**src/rtl/dcpu16_ctrl_pkg.sv**
```systemverilog
// DCPU-16 run controller shared types.
// States, host commands, halt causes and counter helpers.
package dcpu16_ctrl_pkg;

  typedef enum logic [1:0] {
    ST_IDLE   = 2'd0,
    ST_ISSUE  = 2'd1,
    ST_WAIT   = 2'd2,
    ST_HALTED = 2'd3
  } state_e;

  typedef enum logic [1:0] {
    OP_RUN   = 2'd0,
    OP_STEP  = 2'd1,
    OP_HALT  = 2'd2,
    OP_CLEAR = 2'd3
  } cmd_op_e;

  typedef enum logic [2:0] {
    HR_NONE     = 3'd0,
    HR_ILLEGAL  = 3'd1,
    HR_SUCCESS  = 3'd2,
    HR_WATCHDOG = 3'd3,
    HR_BREAK    = 3'd4,
    HR_USER     = 3'd5,
    HR_STEP     = 3'd6
  } halt_reason_e;

  typedef enum logic {
    MODE_RUN  = 1'b0,
    MODE_STEP = 1'b1
  } mode_e;

  localparam logic [15:0] SUCCESS_CODE_DEF = 16'h3FF0;
  localparam logic [31:0] CNT_MAX = 32'hFFFF_FFFF;

  function automatic logic [31:0] sat_inc(
    input logic [31:0] v
  );
    return (v == CNT_MAX) ? v : v + 32'd1;
  endfunction

endpackage

```
**src/rtl/sat_counter.sv**
```systemverilog
// 32-bit saturating counter.
// Clear wins over increment; sticks at all-ones.
module sat_counter
  import dcpu16_ctrl_pkg::*;
(
  input  logic        clk,
  input  logic        reset,
  input  logic        clr,
  input  logic        inc,
  output logic [31:0] count
);

  // count up until full, never wrap
  always_ff @(posedge clk) begin
    if (reset || clr)
      count <= '0;
    else if (inc)
      count <= sat_inc(count);
  end

endmodule

```
**src/rtl/dcpu16_run_ctrl.sv**
```systemverilog
// DCPU-16 run controller.
// Issues single steps to the core and decides when to halt.
module dcpu16_run_ctrl
  import dcpu16_ctrl_pkg::*;
#(
  parameter logic [31:0] WDOG_LIMIT   = 32'd100000,
  parameter logic [15:0] SUCCESS_CODE = SUCCESS_CODE_DEF
) (
  input  logic        clk,
  input  logic        reset,
  input  logic        cmd_valid,
  output logic        cmd_ready,
  input  logic [1:0]  cmd_op,
  input  logic        bp_enable,
  input  logic [15:0] bp_addr,
  output logic        core_step,
  input  logic        core_done,
  input  logic [15:0] core_pc,
  input  logic [15:0] core_instr,
  input  logic        core_illegal,
  output logic [1:0]  state,
  output logic [2:0]  halt_reason,
  output logic [31:0] retired_count,
  output logic [31:0] cycle_count
);

  state_e       st;
  halt_reason_e why;
  halt_reason_e cause;
  mode_e        mode;
  logic         pend;
  logic         stopped;
  logic         active;
  logic         retire;
  logic         cnt_clr;
  logic         halt_cmd;
  logic         go_cmd;
  logic [31:0]  ret_nxt;

  assign cmd_ready   = 1'b1;
  assign state       = st;
  assign halt_reason = why;

  assign stopped  = (st == ST_IDLE) || (st == ST_HALTED);
  assign active   = !stopped;
  assign retire   = (st == ST_WAIT) && core_done;
  assign halt_cmd = cmd_valid && (cmd_op == OP_HALT);
  assign go_cmd   = cmd_valid &&
                    ((cmd_op == OP_RUN) ||
                     (cmd_op == OP_STEP));
  assign cnt_clr  = stopped && cmd_valid &&
                    (cmd_op == OP_CLEAR);
  assign ret_nxt  = sat_inc(retired_count);

  // halt cause of the retiring instruction, highest first
  always_comb begin
    cause = HR_NONE;
    if (core_illegal) begin
      if (core_instr == SUCCESS_CODE)
        cause = HR_SUCCESS;
      else
        cause = HR_ILLEGAL;
    end else if (WDOG_LIMIT != '0 &&
                 ret_nxt == WDOG_LIMIT)
      cause = HR_WATCHDOG;
    else if (bp_enable && core_pc == bp_addr)
      cause = HR_BREAK;
    else if (pend)
      cause = HR_USER;
    else if (mode == MODE_STEP)
      cause = HR_STEP;
  end

  sat_counter u_retired (
    .clk   (clk),
    .reset (reset),
    .clr   (cnt_clr),
    .inc   (retire),
    .count (retired_count)
  );

  sat_counter u_cycles (
    .clk   (clk),
    .reset (reset),
    .clr   (cnt_clr),
    .inc   (active),
    .count (cycle_count)
  );

  // run-control FSM; core_step is high exactly in ISSUE
  always_ff @(posedge clk) begin
    if (reset) begin
      st        <= ST_IDLE;
      core_step <= 1'b0;
      why       <= HR_NONE;
      pend      <= 1'b0;
      mode      <= MODE_RUN;
    end else begin
      core_step <= 1'b0;
      unique case (st)
        ST_IDLE, ST_HALTED: begin
          if (go_cmd) begin
            st        <= ST_ISSUE;
            core_step <= 1'b1;
            why       <= HR_NONE;
            if (cmd_op == OP_STEP)
              mode <= MODE_STEP;
            else
              mode <= MODE_RUN;
          end else if (cnt_clr) begin
            st  <= ST_IDLE;
            why <= HR_NONE;
          end
        end
        ST_ISSUE: begin
          st <= ST_WAIT;
          if (halt_cmd)
            pend <= 1'b1;
        end
        ST_WAIT: begin
          if (core_done) begin
            if (cause != HR_NONE) begin
              st   <= ST_HALTED;
              why  <= cause;
              pend <= 1'b0;
            end else begin
              st        <= ST_ISSUE;
              core_step <= 1'b1;
              if (halt_cmd)
                pend <= 1'b1;
            end
          end else if (halt_cmd) begin
            pend <= 1'b1;
          end
        end
        default: st <= ST_IDLE;
      endcase
    end
  end

endmodule
```
**config.mk**
```make
export PLATFORM = sky130hd
export DESIGN_NAME = dcpu16_run_ctrl
export DESIGN_NICKNAME = d
export VERILOG_FILES = /design/src/rtl/dcpu16_ctrl_pkg.sv /design/src/rtl/sat_counter.sv /design/src/rtl/dcpu16_run_ctrl.sv
export SDC_FILE = /design/constraint.sdc
export NUM_CORES = 1
export LEC_CHECK = 0
export CORE_MARGIN = 2
export CORE_UTILIZATION = 48
export DETAILED_ROUTE_END_ITERATION = 10
export PLACE_DENSITY = 0.83
export SLEW_MARGIN = 20
export SYNTH_ARGS = -nofsm -noshare
export SYNTH_HDL_FRONTEND = slang
export SYNTH_SLANG_ARGS = --single-unit
export TNS_END_PERCENT = 100
```
**constraint.sdc**
```tcl
create_clock -name clk -period 4 [get_ports clk]
set_clock_uncertainty 0.2 [all_clocks]
set_input_delay 0.8 -clock clk [delete_from_list [all_inputs] [get_ports clk]]
set_output_delay 0.8 -clock clk [all_outputs]
set_load 0.02 [all_outputs]
```
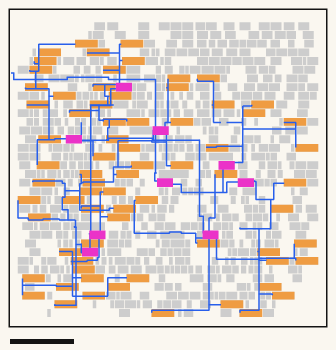
*Clock wires, drivers and flops*
The bar under the picture is 20 um long.
legend:
  flip-flops:
    color: orange
    count: 72
  clock wires:
    color: blue
    length: 1,060 um
  clock drivers:
    color: magenta
    count: 9
routed clock nets: 10
flops lie: widely spread

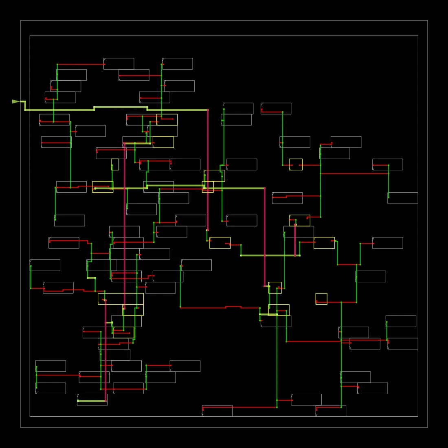
*Clock nets*
# clock sinks: 72
flop count: 72
Clk power: 0.619 mW
CTS Buf Count: 9
clkbuf count: 10

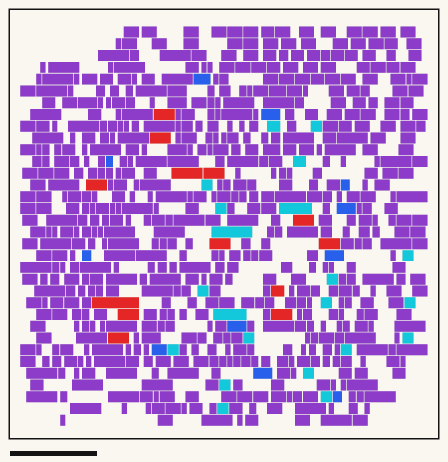
*Drive-strength map*
The bar under the picture is 20 um long.
legend:
  _2 cells:
    color: blue
    cells: 11
    share: 1.6%
    most_used: or2_2
  _3 and _4 cells:
    color: cyan
    cells: 21
    share: 3.1%
    most_used: buf_4
  _6 and larger:
    color: red
    cells: 13
    share: 1.9%
    most_used: clkbuf_8
  _0 and _1 cells:
    color: purple
    cells: 622
    share: 93%
    most_used: clkdlybuf4s50_1

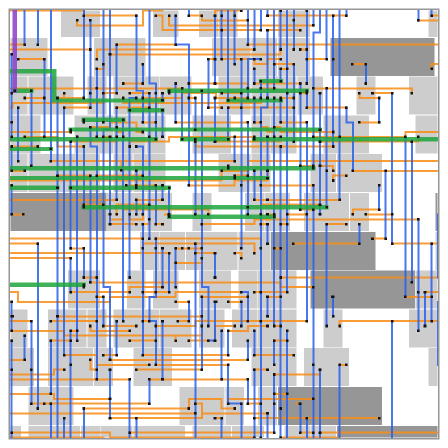
*Layout detail*
Region (59, 10) to (89, 40) um. Cells in gray, sequential cells in the stronger gray; small squares are vias.
legend:
  metal 2:
    color: blue
  metal 4:
    color: purple
  metal 1:
    color: orange
  metal 3:
    color: green
sequential cells in the window: 5
cells with their middle in the window: 78
netlist names of flops here include: `u_retired.count` (5)
most frequent: nor2_1 (10), nand2_1 (8), xnor2_1 (7)

==> impl_metrics.py <==
# Flow results
metrics = {
    "run_status": {
        "outcome": "complete, no violations",
    },
    "logic_synthesis": {
        "synthCells": 540,
        "synth.distinct_cells": 57,
        "netlist_area_um2": 4330,
        "ys_warn_count": 0,
        "yosysCellCount": 540,
        "synth_flops": 72,
        "area_leaders": "dfxtp_1, xnor2_1, xor2_1",
        "ff_type": "dfxtp_1",
    },
    "global_route": {
        "grt_util_met2_pct": 43.4,
        "top_usage_layer": "met2",
        "grt_pass1_wl_um": 20800,
        "use_met1_pct": 33.2,
    },
    "sta": {
        "fin_crit_ns": 3.62,
        "timing.fmax_ghz": 0.276,
        "setup_viol": 0,
        "maxSlewViolCount": 0,
        "maxSlewHeadroom_pct": 55.1,
        "finalSetupTns_ns": 0,
    },
    "die": {
        "die_w_um": 98.9,
        "core_um2": 8720,
        "die_h_um": 98.9,
        "fp_util_pct": 49.6,
        "dieArea_um2": 9790,
    },
    "power": {
        "p_sw_share_pct": 25.0,
        "ir_drop_uv": 201,
        "p_leak_nw": 1.90,
        "clock_power_share_pct": 42.0,
        "p_per_area_nw_per_um2": 249,
    },
    "cells_and_area": {
        "area_delta_synth_final_pct": 36.8,
        "post_route_cells_drive_above_1_share_pct": 6.75,
        "postLayoutCellArea_um2": 5920,
    },
    "min_path": {
        "hold_path.class": "reg -> reg",
    },
    "drt": {
        "drt-total-wl_um": 12800,
        "drt_iter0_markers": 254,
        "via_per_inst": 5.82,
    },
    "worst_setup_path": {
        "required_ns": 4.04,
        "cp-end-kind": "register",
        "ff2ff_path_depth": 9,
    },
    "clocking": {
        "cts_buffer_depth": 2,
        "cts_root_buf": "clkbuf_8",
    },
    "place": {
        "globalplace.congestion": 0.928,
    },
    "job": {
        "log.warning_count": 28,
    },
}
==> cells in the final DEF (no fill, tap or decap), types with 3 or more instances in the layout <==
master / count
a2111oi_0: 3
a211oi_1: 4
a21oi_1: 25
a31oi_1: 3
and2_1: 5
and3_1: 6
and4_1: 8
buf_4: 14
clkbuf_8: 10
clkdlybuf4s50_1: 125
dfxtp_1: 72
ha_1: 5
inv_1: 9
mux2i_1: 5
nand2_1: 42
nand2b_1: 4
nand3_1: 30
nand4_1: 28
nand4b_1: 3
nor2_1: 70
nor3_1: 16
nor4_1: 11
o211ai_1: 4
o21ai_0: 20
or2_2: 3
or3_1: 20
or4_1: 3
xnor2_1: 40
xor2_1: 37
==> worst max-delay path: stages, from the launching register on <==
cell and delay (ns):
dfxtp_1 0.55, nand4_1 0.27, or4_1 0.74, o311a_1 0.48, nand2_1 0.11, xor2_1 0.07, and4_1 0.21, a2111o_1 0.43
and2_4 0.17, mux2_1 0.29
==> sequential cells by signal (all words and copies together) (netlist names) <==
register         cells
pend                 1
mode                 1
u_cycles.count      32
halt_reason          3
core_step            1
state                2
u_retired.count     32
==> routing by layer <==
| layer | up-vias | share of wire, % |
|---|---|---|
| li1 | 2176 | - |
| met1 | 2134 | 43 |
| met2 | 169 | 49 |
| met3 | 32 | 6.2 |
| met4 | 0 | 2.3 |
| met5 | - | 0 |
==> power by group through the flow <==
stage / Clock, mW / Sequential (mW) / Combinational (mW)
after floorplan: 0 / 0.744 / 0.0492
after detailed placement: 0 / 0.740 / 0.130
after CTS: 0.624 / 0.723 / 0.131
after global placement: 0 / 0.740 / 0.127
after global routing: 0.655 / 0.724 / 0.141
final: 0.619 / 0.723 / 0.131
==> worst min-delay path by stage <==
stage                                      end  slack [ns]
5_1_grt        u_cycles.count[30]$_SDFFE_PP0P_        0.35
3_3_place_gp   u_cycles.count[26]$_SDFFE_PP0P_        0.28
6_report       u_cycles.count[26]$_SDFFE_PP0P_        0.32
4_1_cts        u_cycles.count[30]$_SDFFE_PP0P_        0.31
3_5_place_dp   u_cycles.count[30]$_SDFFE_PP0P_        0.30
2_1_floorplan                mode$_SDFFE_PP0P_        0.29
==> layout make-up <==
type,instances,area [um2],area share (%)
Clock inverter,6,67.6,1.14
Tap cell,108,135,2.28
Sequential cell,72,1440,24.4
Timing Repair Buffer,140,1380,23.3
Clock buffer,10,138,2.33
Inverter,9,33.8,0.571
Multi-Input combinational cell,430,2730,46.1
==> cell families (layout without fill, tap and decap cells) <==
group                      count (synthesis)  after routing  share of synthesized area [%]
and+or+nand+nor                          263            263                           32.5
AOI/OAI and AO/OA                         78             78                           11.9
xor gates and xnor gates                  77             77                           15.6
DFF                                       72             72                           33.3
buffers and inverters                     38            165                           3.70
muxes                                      6              6                           1.42
adders and majority gates                  5              5                           1.45
other                                      1              1                         0.0867
==> metrics by stage <==
step / setup WS (ns) / hold slack (ns)
5_1_grt: 0.216 / 0.346
6_report: 0.376 / 0.316
4_1_cts: 0.400 / 0.313
3_5_place_dp: 0.432 / 0.296
3_3_place_gp: 0.486 / 0.283
2_1_floorplan: 0.494 / 0.287
Power figures rest on the tool's default switching activity, not on a simulated workload.
